==> config.mk <==
export PLATFORM = sky130hd
export DESIGN_NAME = sensor_cond
export DESIGN_NICKNAME = d
export VERILOG_FILES = /design/src/rtl/sensor_pkg.sv /design/src/rtl/cadence_meas.sv /design/src/rtl/sensor_cond.sv
export SDC_FILE = /design/constraint.sdc
export NUM_CORES = 1
export LEC_CHECK = 0
export ABC_AREA = 1
export ABC_CLOCK_PERIOD_IN_PS = 2600
export CORE_MARGIN = 4
export CORE_UTILIZATION = 50
export CTS_CLUSTER_SIZE = 24
export DETAILED_ROUTE_END_ITERATION = 12
export GPL_ROUTABILITY_DRIVEN = 0
export HOLD_SLACK_MARGIN = 0.02
export PLACE_DENSITY = 0.71
export SYNTH_ARGS = -nofsm -noshare
export SYNTH_HDL_FRONTEND = slang
export SYNTH_SLANG_ARGS = --single-unit
==> constraint.sdc <==
create_clock -name clk -period 2.6 [get_ports clk]
set_input_delay 0.26 -clock clk [delete_from_list [all_inputs] [get_ports clk]]
set_output_delay 0.26 -clock clk [all_outputs]
set_load 0.1 [all_outputs]
==> src/rtl/sensor_pkg.sv <==
// rtl/sensor_pkg.sv - shared widths, default thresholds and timer sizes for sensor_cond
package sensor_pkg;

  // Sensor code and derived widths
  localparam int SENS_W     = 12;
  localparam int ERR_W      = 13;
  localparam int CADP_W     = 8;
  localparam int CURR_ACC_W = 14;
  localparam int TQ_ACC_W   = 17;

  // Default thresholds
  localparam logic [SENS_W-1:0] LOW_BATT_THRES_DFLT = 12'hA98;
  localparam logic [SENS_W-1:0] TORQUE_MIN_DFLT     = 12'h380;

  // Timer widths: sample tick counter and cadence prescaler
  localparam int SMPL_W_NORM  = 16;
  localparam int SMPL_W_FAST  = 12;
  localparam int PRESC_W_NORM = 10;
  localparam int PRESC_W_FAST = 4;

  // Subtract with clamp at zero, so the target current never underflows
  function automatic logic [SENS_W-1:0] sat_sub(input logic [SENS_W-1:0] a,
                                                input logic [SENS_W-1:0] b);
    return (a > b) ? (a - b) : '0;
  endfunction

endpackage

==> src/rtl/cadence_meas.sv <==
// rtl/cadence_meas.sv - crank pulse synchronizer, edge detect and cadence period measurement
module cadence_meas
  import sensor_pkg::*;
#(
  parameter bit FAST_SIM = 1'b0
) (
  input  logic              clk,
  input  logic              rst_n,
  input  logic              cadence_raw,
  output logic              cad_rise,
  output logic [CADP_W-1:0] cadence_per,
  output logic              not_pedaling
);

  localparam int PW = FAST_SIM ? PRESC_W_FAST : PRESC_W_NORM;
  localparam logic [CADP_W-1:0] PER_SAT = '1;

  logic              sync1_q, sync2_q, prev_q;
  logic [PW-1:0]     presc_q, presc_d;
  logic [CADP_W-1:0] per_cnt_q, per_cnt_d;
  logic [CADP_W-1:0] cadence_per_q, cadence_per_d;
  logic              not_ped_q;
  logic              presc_tick;

  assign cad_rise     = sync2_q & ~prev_q;
  assign presc_tick   = &presc_q;
  assign cadence_per  = cadence_per_q;
  assign not_pedaling = not_ped_q;

  // Two-flop synchronizer plus a history flop for rising-edge detection
  always_ff @(posedge clk or negedge rst_n) begin
    if (!rst_n) begin
      sync1_q <= 1'b0;
      sync2_q <= 1'b0;
      prev_q  <= 1'b0;
    end else begin
      sync1_q <= cadence_raw;
      sync2_q <= sync1_q;
      prev_q  <= sync2_q;
    end
  end

  // Next-state of the period counters; a crank edge clears them even on a tick
  always_comb begin
    presc_d       = presc_q + PW'(1);
    per_cnt_d     = per_cnt_q;
    cadence_per_d = cadence_per_q;
    if (presc_tick && (per_cnt_q != PER_SAT)) begin
      per_cnt_d = per_cnt_q + 8'd1;
    end
    if (cad_rise) begin
      presc_d       = '0;
      per_cnt_d     = '0;
      cadence_per_d = per_cnt_q;
    end
  end

  // Period registers; per_cnt starts saturated so the first edge reports "no period"
  always_ff @(posedge clk or negedge rst_n) begin
    if (!rst_n) begin
      presc_q       <= '0;
      per_cnt_q     <= PER_SAT;
      cadence_per_q <= PER_SAT;
      not_ped_q     <= 1'b1;
    end else begin
      presc_q       <= presc_d;
      per_cnt_q     <= per_cnt_d;
      cadence_per_q <= cadence_per_d;
      not_ped_q     <= (per_cnt_q == PER_SAT) | (cadence_per_q == PER_SAT);
    end
  end

endmodule

==> src/rtl/sensor_cond.sv <==
// rtl/sensor_cond.sv - current/torque filtering, battery flag and current error for the PID stage
module sensor_cond
  import sensor_pkg::*;
#(
  parameter bit                FAST_SIM       = 1'b0,
  parameter logic [SENS_W-1:0] LOW_BATT_THRES = LOW_BATT_THRES_DFLT,
  parameter logic [SENS_W-1:0] TORQUE_MIN     = TORQUE_MIN_DFLT
) (
  input  logic              clk,
  input  logic              rst_n,
  input  logic [SENS_W-1:0] batt,
  input  logic [SENS_W-1:0] curr,
  input  logic [SENS_W-1:0] torque,
  input  logic              cadence_raw,
  output logic [SENS_W-1:0] avg_curr,
  output logic [SENS_W-1:0] avg_torque,
  output logic [CADP_W-1:0] cadence_per,
  output logic              not_pedaling,
  output logic              low_batt,
  output logic [ERR_W-1:0]  error
);

  localparam int SW = FAST_SIM ? SMPL_W_FAST : SMPL_W_NORM;

  logic                  cad_rise;
  logic [SW-1:0]         smpl_cnt_q;
  logic                  curr_smpl;
  logic [CURR_ACC_W-1:0] curr_accum_q, curr_accum_d;
  logic [TQ_ACC_W-1:0]   tq_accum_q, tq_accum_d;
  logic                  low_batt_q;
  logic [SENS_W-1:0]     target_curr;
  logic [ERR_W-1:0]      error_q, error_d;

  cadence_meas #(
    .FAST_SIM     (FAST_SIM)
  ) u_cadence_meas (
    .clk          (clk),
    .rst_n        (rst_n),
    .cadence_raw  (cadence_raw),
    .cad_rise     (cad_rise),
    .cadence_per  (cadence_per),
    .not_pedaling (not_pedaling)
  );

  assign curr_smpl  = &smpl_cnt_q;
  assign avg_curr   = curr_accum_q[CURR_ACC_W-1:2];
  assign avg_torque = tq_accum_q[TQ_ACC_W-1:5];
  assign low_batt   = low_batt_q;
  assign error      = error_q;

  // Filter updates and target current; torque is re-seeded whenever the rider is idle
  always_comb begin
    curr_accum_d = curr_accum_q;
    tq_accum_d   = tq_accum_q;
    target_curr  = '0;
    if (curr_smpl) begin
      curr_accum_d = curr_accum_q - (curr_accum_q >> 2) + {2'b00, curr};
    end
    if (not_pedaling) begin
      tq_accum_d = {torque, 5'b0};
    end else if (cad_rise) begin
      tq_accum_d = tq_accum_q - (tq_accum_q >> 5) + {5'b0, torque};
    end
    if (!not_pedaling && !low_batt_q) begin
      target_curr = sat_sub(avg_torque, TORQUE_MIN);
    end
    error_d = {1'b0, target_curr} - {1'b0, avg_curr};
  end

  // Sample tick counter, filter accumulators, battery flag and error register
  always_ff @(posedge clk or negedge rst_n) begin
    if (!rst_n) begin
      smpl_cnt_q   <= '0;
      curr_accum_q <= '0;
      tq_accum_q   <= '0;
      low_batt_q   <= 1'b0;
      error_q      <= '0;
    end else begin
      smpl_cnt_q   <= smpl_cnt_q + SW'(1);
      curr_accum_q <= curr_accum_d;
      tq_accum_q   <= tq_accum_d;
      low_batt_q   <= (batt < LOW_BATT_THRES);
      error_q      <= error_d;
    end
  end

endmodule
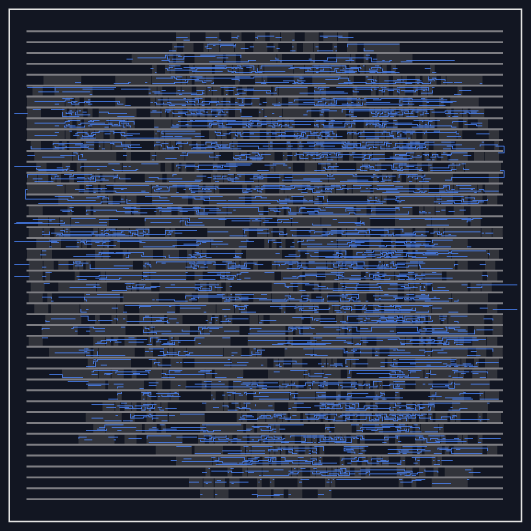
**Above:** run 1 (met1 routing).
(4 px per um) Supply wires on this layer in gray.
- main direction: horizontal
- longest straight run: 40.9 um
- share of all routed wire: 46%
Total Routed Length: 16.7 mm
met1 Use GR: 28.6%
DR vias: 6217

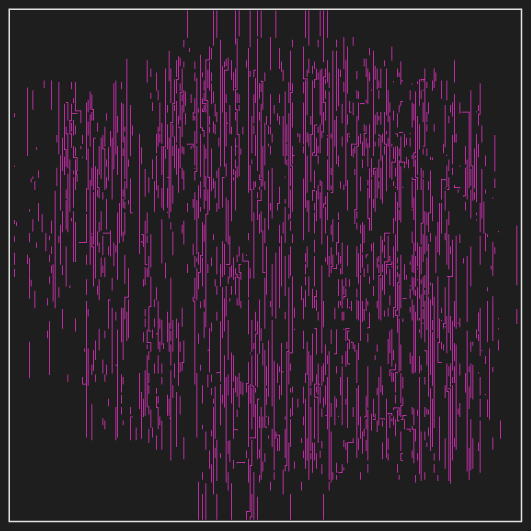
**Above:** run 1 (metal 2).
(4 px per um)
- longest straight run: 36.0 um
- main direction: vertical

==> results.txt, run 1 <==
The flow run is done. The flow ran to the end, and the final reports show no timing, DRC or antenna violations. By instance count after routing, the leading logic cell types are nand2_1 (260), inv_1 (219), buf_4 (88), dfrtp_1 (72), nand3_1 (65). The detailed router used layers up to and including met4. Total number of placement rows landed at 43.

Non-clock buffers in the final layout number 124. At the worst endpoint, the required time is 2.84 ns. Ranked by flip-flop count, first place goes to tq_accum_q.

Number of nets still failing antenna checks after routing landed at 0. Total internal power landed at 0.00445 W. Along the worst path, the maximum fanout reaches 9.

Power spread over the standard cell area amounts to 1080 nW/um2. Count of port buffers added during placement landed at 82. According to the timing report, the arrival time at the worst endpoint equals 2.74 ns. Summed over all failing endpoints, the final setup total negative slack is 0 ns. Pin placement for this block handled 86 I/O pins.

Met3 track utilization from global routing landed at 5.63%. Sink count of the clock tree landed at 91. Global routing used 33.5% of the available met2 tracks. For reference, the final report shows the max-slew violation count at 0. Global routing used 21.0% of the available tracks across all layers.

Portion of synthesized cell area occupied by the leading cell type landed at 25.8%. Flip-flop count of the largest register after layout landed at 17. Summing the areas of all compound-gate instances in the mapped netlist gives 6.06% of the synthesized area. Part of the total power dissipated in combinational logic landed at 67.3%. Looking at the VDD voltage map, the peak drop is 0.536 mV. Routed wire length on met3 landed at 1.08 mm. nand2_1 is the most common cell in the netlist.

Yosys printed 0 warnings. Of the cells placed in the final design, the portion with a size suffix greater than 1 is 14.6%. Per the GRT congestion report, total overflow comes to 0. Per the finish-stage timing summary, setup violations number 0. The run reported a max-capacitance violation count of 0.

Number of design-rule violations left by the first detailed-router iteration landed at 598. Leakage power landed at 4.79 nW. Synthesized instance count landed at 982.

Switching part of the total landed at 52.0%. Worst-case clock buffer depth landed at 2. Routed metal-1 wire length landed at 7.62 mm. The number of global-route vias before repair was 5925. The first global-routing pass estimated 27.7 mm of wire.

Tap cell count landed at 180. For this run, the leading register cell type out of synthesis is dfrtp_1. In this run the most used layer during global routing was met2. Clock tree synthesis selected as its root buffer the cell clkbuf_16. Number of antenna cells inserted landed at 0. CTS added clock buffers totalling 9. For this sky-water flow run, the detailed-routed wirelength per cell is reported as 13.2 um.

The area growth from synthesis to layout is 19.5%. Count of multi-input combinational gates landed at 635. Measured slew at the worst slew-check pin landed at 0.629 ns.

From left edge to right edge, the die measures 128 um. Number of flip-flops and latches landed at 91. Counting every net in the synthesized netlist gives 1095.

The routed layout reports a DRC error count of 0. Clock edge transition at the registers on the reported setup and hold paths landed at 0.07 ns. Post-detailed-route via-to-cell ratio landed at 4.90. According to the dpl log, the detail-placed design has an HPWL of 13.0 mm. Multi-input combinational cell area landed at 3900 um2. Traced cell by cell, the critical path runs through nor4_1, nand3b_1, nand3_2, buf_4, nor2_1, ha_1, nand2_1, nor2_2, nand4_1, nand4_1, nand2_1.

The core region is 13900 um2. The cell-mix breakdown from Yosys lists the adder-cell area share as 15.5%. Sequential group share of total power landed at 19.3%. Sequential cell area share landed at 26.9%. The final critical path takes up 96.2% of the cycle.

For reference, the mux area share after synthesis is 0%. Synthesized area divided by synthesized cell count landed at 7.30 um2. TritonCTS built the clock tree.

The logs give a warning total of 31. According to the finish report, the design has a final net count of 1196. The critical path is of the reg2reg type. Per the synthesis report, the dominant area consumer among library cells is dfrtp_1. Timing-limited maximum frequency landed at 400 MHz. STA classifies the critical path startpoint as a flop. Synthesis area per yosys landed at 7170 um2. The main area contributors are dfrtp_1 (26%), nand2_1 (14%), inv_1 (12%), ha_1 (8.6%), fa_1 (7.0%). Sequential share of the synthesized area landed at 32.1%.

Per the skew report, the later register of the worst-skew pair sees a clock latency of 0.35 ns. Delay of the slowest critical-path stage landed at 0.44 ns. The final layout report lists a clock buffer count of 11.

The final power report lists total power as 0.00927 W. Logic share of the area landed at 45.5%. Among the non-sequential cells, simple AND/OR/NAND/NOR gates take the most area.
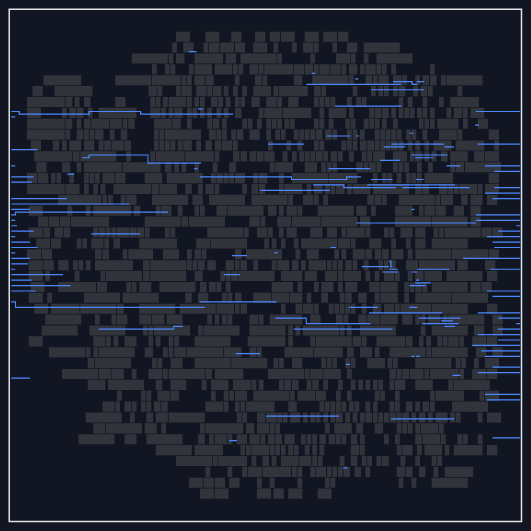
**Above:** run 1 (M3 wires).
(4 px per um)
- share of all routed wire: 6.5%
- nets with wire on the layer: 102

==> run 1: timing repair <==
item / in CTS / in global routing
endpoints found under the setup margin: 1 / 14
hold endpoints to repair: 33 / 0
setup buffers: 0 / 3
pin swaps: 1 / 6
gates resized: 1 / 27
hold buffers: 1 / 0
==> run 1: metrics by stage <==
| step | instance area [um2] | utilization, % | setup slack [ns] | std cells | hold slack, ns |
|---|---|---|---|---|---|
| 2_1_floorplan | 7170 | - | 0.0400 | 982 | -0.0356 |
| 3_3_place_gp | 8150 | 58.5 | -0.119 | 1248 | 0.316 |
| 3_5_place_dp | 8150 | 58.5 | -0.136 | 1248 | 0.319 |
| 4_1_cts | 8430 | 60.5 | 0.0119 | 1265 | 0.339 |
| 5_1_grt | 8560 | 61.5 | -0.0101 | 1268 | 0.332 |
| 6_report | 8560 | 61.5 | 0.0984 | 1268 | 0.351 |
==> run 1: final timing paths <==
check / startpoint / end / slack, ns / cells after the start
setup reg to reg: tq_accum_q[11] / error[11] / 0.1 / 11
hold reg to reg: u_cadence_meas.sync1_q / u_cadence_meas.sync2_q / 0.36 / 0
setup / recovery: tq_accum_q[11] / error[11] / 0.1 / 11
max in group asynchronous: rst_n / u_cadence_meas.per_cnt_q[6] / 1.41 / 3
hold / removal: cadence_raw / u_cadence_meas.sync1_q / 0.35 / 1
min in group asynchronous: rst_n / tq_accum_q[3] / 0.47 / 2
==> run 1: power groups by stage <==
stage | logic, W | registers (W) | clock network (W)
finish | 0.00624 | 0.00179 | 0.00124
global placement | 0.00597 | 0.00180 | 0
global route | 0.00697 | 0.00182 | 0.00134
CTS | 0.00610 | 0.00179 | 0.00127
floorplan | 0.00411 | 0.00221 | 0
detailed placement | 0.00606 | 0.00181 | 0
**Run 1: routing congestion**

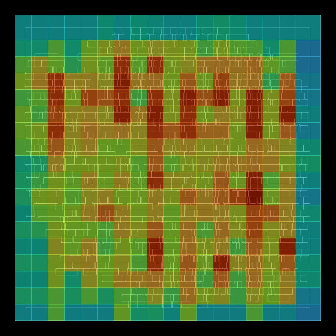

==> run 2: changes to the inputs <==
Settings changed: CORE_UTILIZATION 50 to 44, PLACE_DENSITY 0.71 to 0.63, SKIP_LAST_GASP from default to 1.
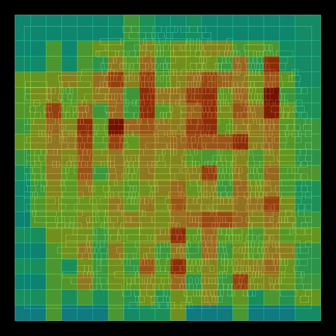
**Above:** run 2 (routing congestion).
global-route met3 utilization: 4.57%
total global routing track utilization: 19.3%
met2 layer usage reported by global route: 31.7%
met1 Use GR: 26.2%
GRT busiest layer: met2

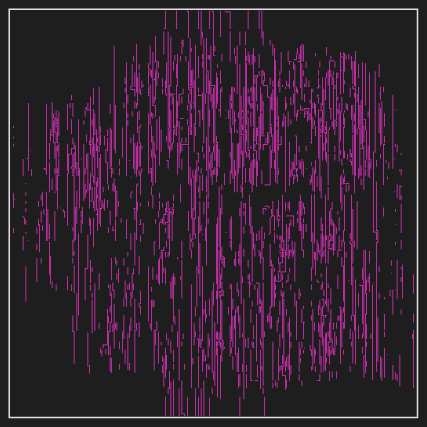
**Above:** run 2 (metal 2).
(3 px per um)
- wire length on this layer: 7800 um
- main direction: vertical
- share of all routed wire: 47%
DR vias: 6095
Total Routed Length: 16.7 mm

==> results.txt, run 2 <==
The flow run is done. More flip-flops sit in one register than any other, and that register is tq_accum_q. For the worst reg-to-reg path, the endpoint reported by OpenROAD is tq_accum_q[15]. After synthesis, the chip area reported by Yosys is 7170 um2. The worst setup path is launched from a flop. The synthesis report lists the most area-consuming cells as dfrtp_1 (26%), nand2_1 (14%), inv_1 (12%), ha_1 (8.6%), fa_1 (7.0%). Flip-flop count of the largest register after layout landed at 17. Cell internal power was estimated by the tool at 0.00453 W. Final global-route overflow total landed at 0. The worst hold path begins at cadence_raw.

Largest fanout of any net on the critical path landed at 5. Detailed placement HPWL landed at 13.4 mm. Share of cells above drive strength 1 landed at 13.9%. Overall power landed at 0.00934 W. Net count of the finished layout landed at 1198.

In this run the tools logged warnings totalling 32. Summed over all cells, the static leakage comes to 4.81 nW. Worst-case clock buffer depth landed at 2. Sequential group power landed at 0.00181 W.

The flow reported a cell area power density of 1090 nW/um2. The core region is 15900 um2. The clock tree has to reach 91 sinks. Clock edge transition at the registers on the reported setup and hold paths landed at 0.07 ns. In this run the critical path is formed by inv_1, fa_1, inv_1, ha_1, nand2_1, inv_1, nand2_1, nand2_1, a21oi_1, nand3_1, nand3_1, nand2_1. Post-place instance area landed at 8240 um2. Per the placement report, the placed cell count is 1289. The area fraction of the largest cell type after synthesis is 25.8%. Worst slack at placement landed at -0.159 ns.

Required arrival time at the worst endpoint landed at 2.85 ns. For reference, the top logic cell family by area is simple AND/OR/NAND/NOR gates. Least setup slack across all paths after layout landed at 0.154 ns. The script computed the net switching share of total power as 51.5%. Timing-limited maximum frequency landed at 409 MHz.

Post-route period utilization is reported as 94.1%. TritonCTS built the clock tree. Sequential group share of total power landed at 19.3%.

For reference, the mux area share after synthesis is 0%. Per the log, the first TritonRoute iteration ended with a DRC count of 363. Worst endpoint data arrival time landed at 2.70 ns. Synthesized net count landed at 1095.

Input and output buffers added on the ports amount to 82. The Yosys step of the flow raised 0 warnings. Combinational group power landed at 0.00618 W. Area fraction in compound gates landed at 6.06%. A synthesized cell averages 7.30 um2.

The most common cell in the synthesized netlist is nand2_1. The final timing report counts setup violations totalling 0. Part of the total power dissipated in combinational logic landed at 66.2%. Clock tree synthesis inserted a total of 9 buffers. Measured in cells, the most critical reg-to-reg path has a length of 12. For this run, the register share of the synthesized area comes to 32.1%. I/O pin count landed at 86.

OpenSTA lists the critical path startpoint as tq_accum_q[10]. Total number of placement rows landed at 46. The worst-case reg-to-reg setup slack stands at 0.15 ns. The final layout reports a setup TNS of 0 ns. The routed layout reports a DRC error count of 0. Synthesized instance count landed at 982. Total clock network power landed at 0.00135 W.

VDD sags by at most 0.807 mV. After routing the design area is 8580 um2. The cell sitting at the root of the clock tree is a clkbuf_16. Horizontal die size landed at 136 um. The flow ran to the end, and the final reports show no timing, DRC or antenna violations. Delay of the slowest critical-path stage landed at 0.52 ns.

Sorting the Yosys area breakdown by cell type puts at the top dfrtp_1. Later-pin clock latency in the skew report landed at 0.35 ns. Global-route wire length before repair landed at 28.1 mm. The repair_antennas step left the layout with diodes totalling 0. For reference, the most critical setup path is categorized as reg2reg. Area fraction in full adders, half adders and majority gates landed at 15.5%. Count of cell instances traversed by the critical path landed at 12. Average wire per cell in the routed design landed at 12.8 um.
## run 2: cell types whose count changed in the layout (fill, tap and decap cells not counted), sizes merged
cell | before | now
clkinvlp | 0 | 1
clkinv | 2 | 1
clkbuf | 11 | 10
bufinv | 0 | 1
buf | 89 | 91
## run 2: layout make-up
class                           instances  area [um2]
Clock inverter                          6        71.3
Tap cell                              216         270
Timing Repair Buffer                  126        1050
Clock buffer                           10         229
Inverter                              222         836
Multi-Input combinational cell        635        3820
Fill cell                            1591        7360
Sequential cell                        91        2310
## run 2: worst min-delay path by stage
| stage | slack, ns | to | cells past startpoint |
|---|---|---|---|
| global route | 0.33 | u_cadence_meas.sync1_q | 1 |
| global placement | 0.25 | curr_accum_q[12] | 1 |
| finish | 0.35 | u_cadence_meas.sync1_q | 1 |
| floorplan | -0.04 | curr_accum_q[0] | 0 |
| detailed placement | 0.25 | curr_accum_q[12] | 1 |
| CTS | 0.34 | u_cadence_meas.sync1_q | 1 |
## run 2: metal layers
metal | wire length [um] | part of all wire, % | global-route usage [%] | up-vias
met5 | 0 | 0 | 0 | -
met4 | 141 | 0.85 | 3.64 | 0
met3 | 841 | 5.1 | 4.57 | 11
met2 | 7800 | 47 | 31.7 | 117
met1 | 7870 | 47 | 26.2 | 2774
li1 | - | - | - | 3193
## run 2: kinds of logic (layout without fill, tap and decap cells)
group / after synthesis / count (layout)
and+or+nand+nor: 444 / 444
buffers and inverters: 256 / 364
DFF: 91 / 91
AOI/OAI and AO/OA: 79 / 79
adders and majority gates: 74 / 74
xor gates and xnor gates: 38 / 38
## run 2: repair_timing
| item | 4_1_cts | 5_1_grt |
|---|---|---|
| hold buffers | 1 | 0 |
| buffers inserted | 0 | 0 |
| endpoints found under the setup margin | 0 | 13 |
| hold endpoints to repair | 28 | 0 |
| resized | 0 | 15 |
No activity file was given, so power comes from the tool's default toggle rates.
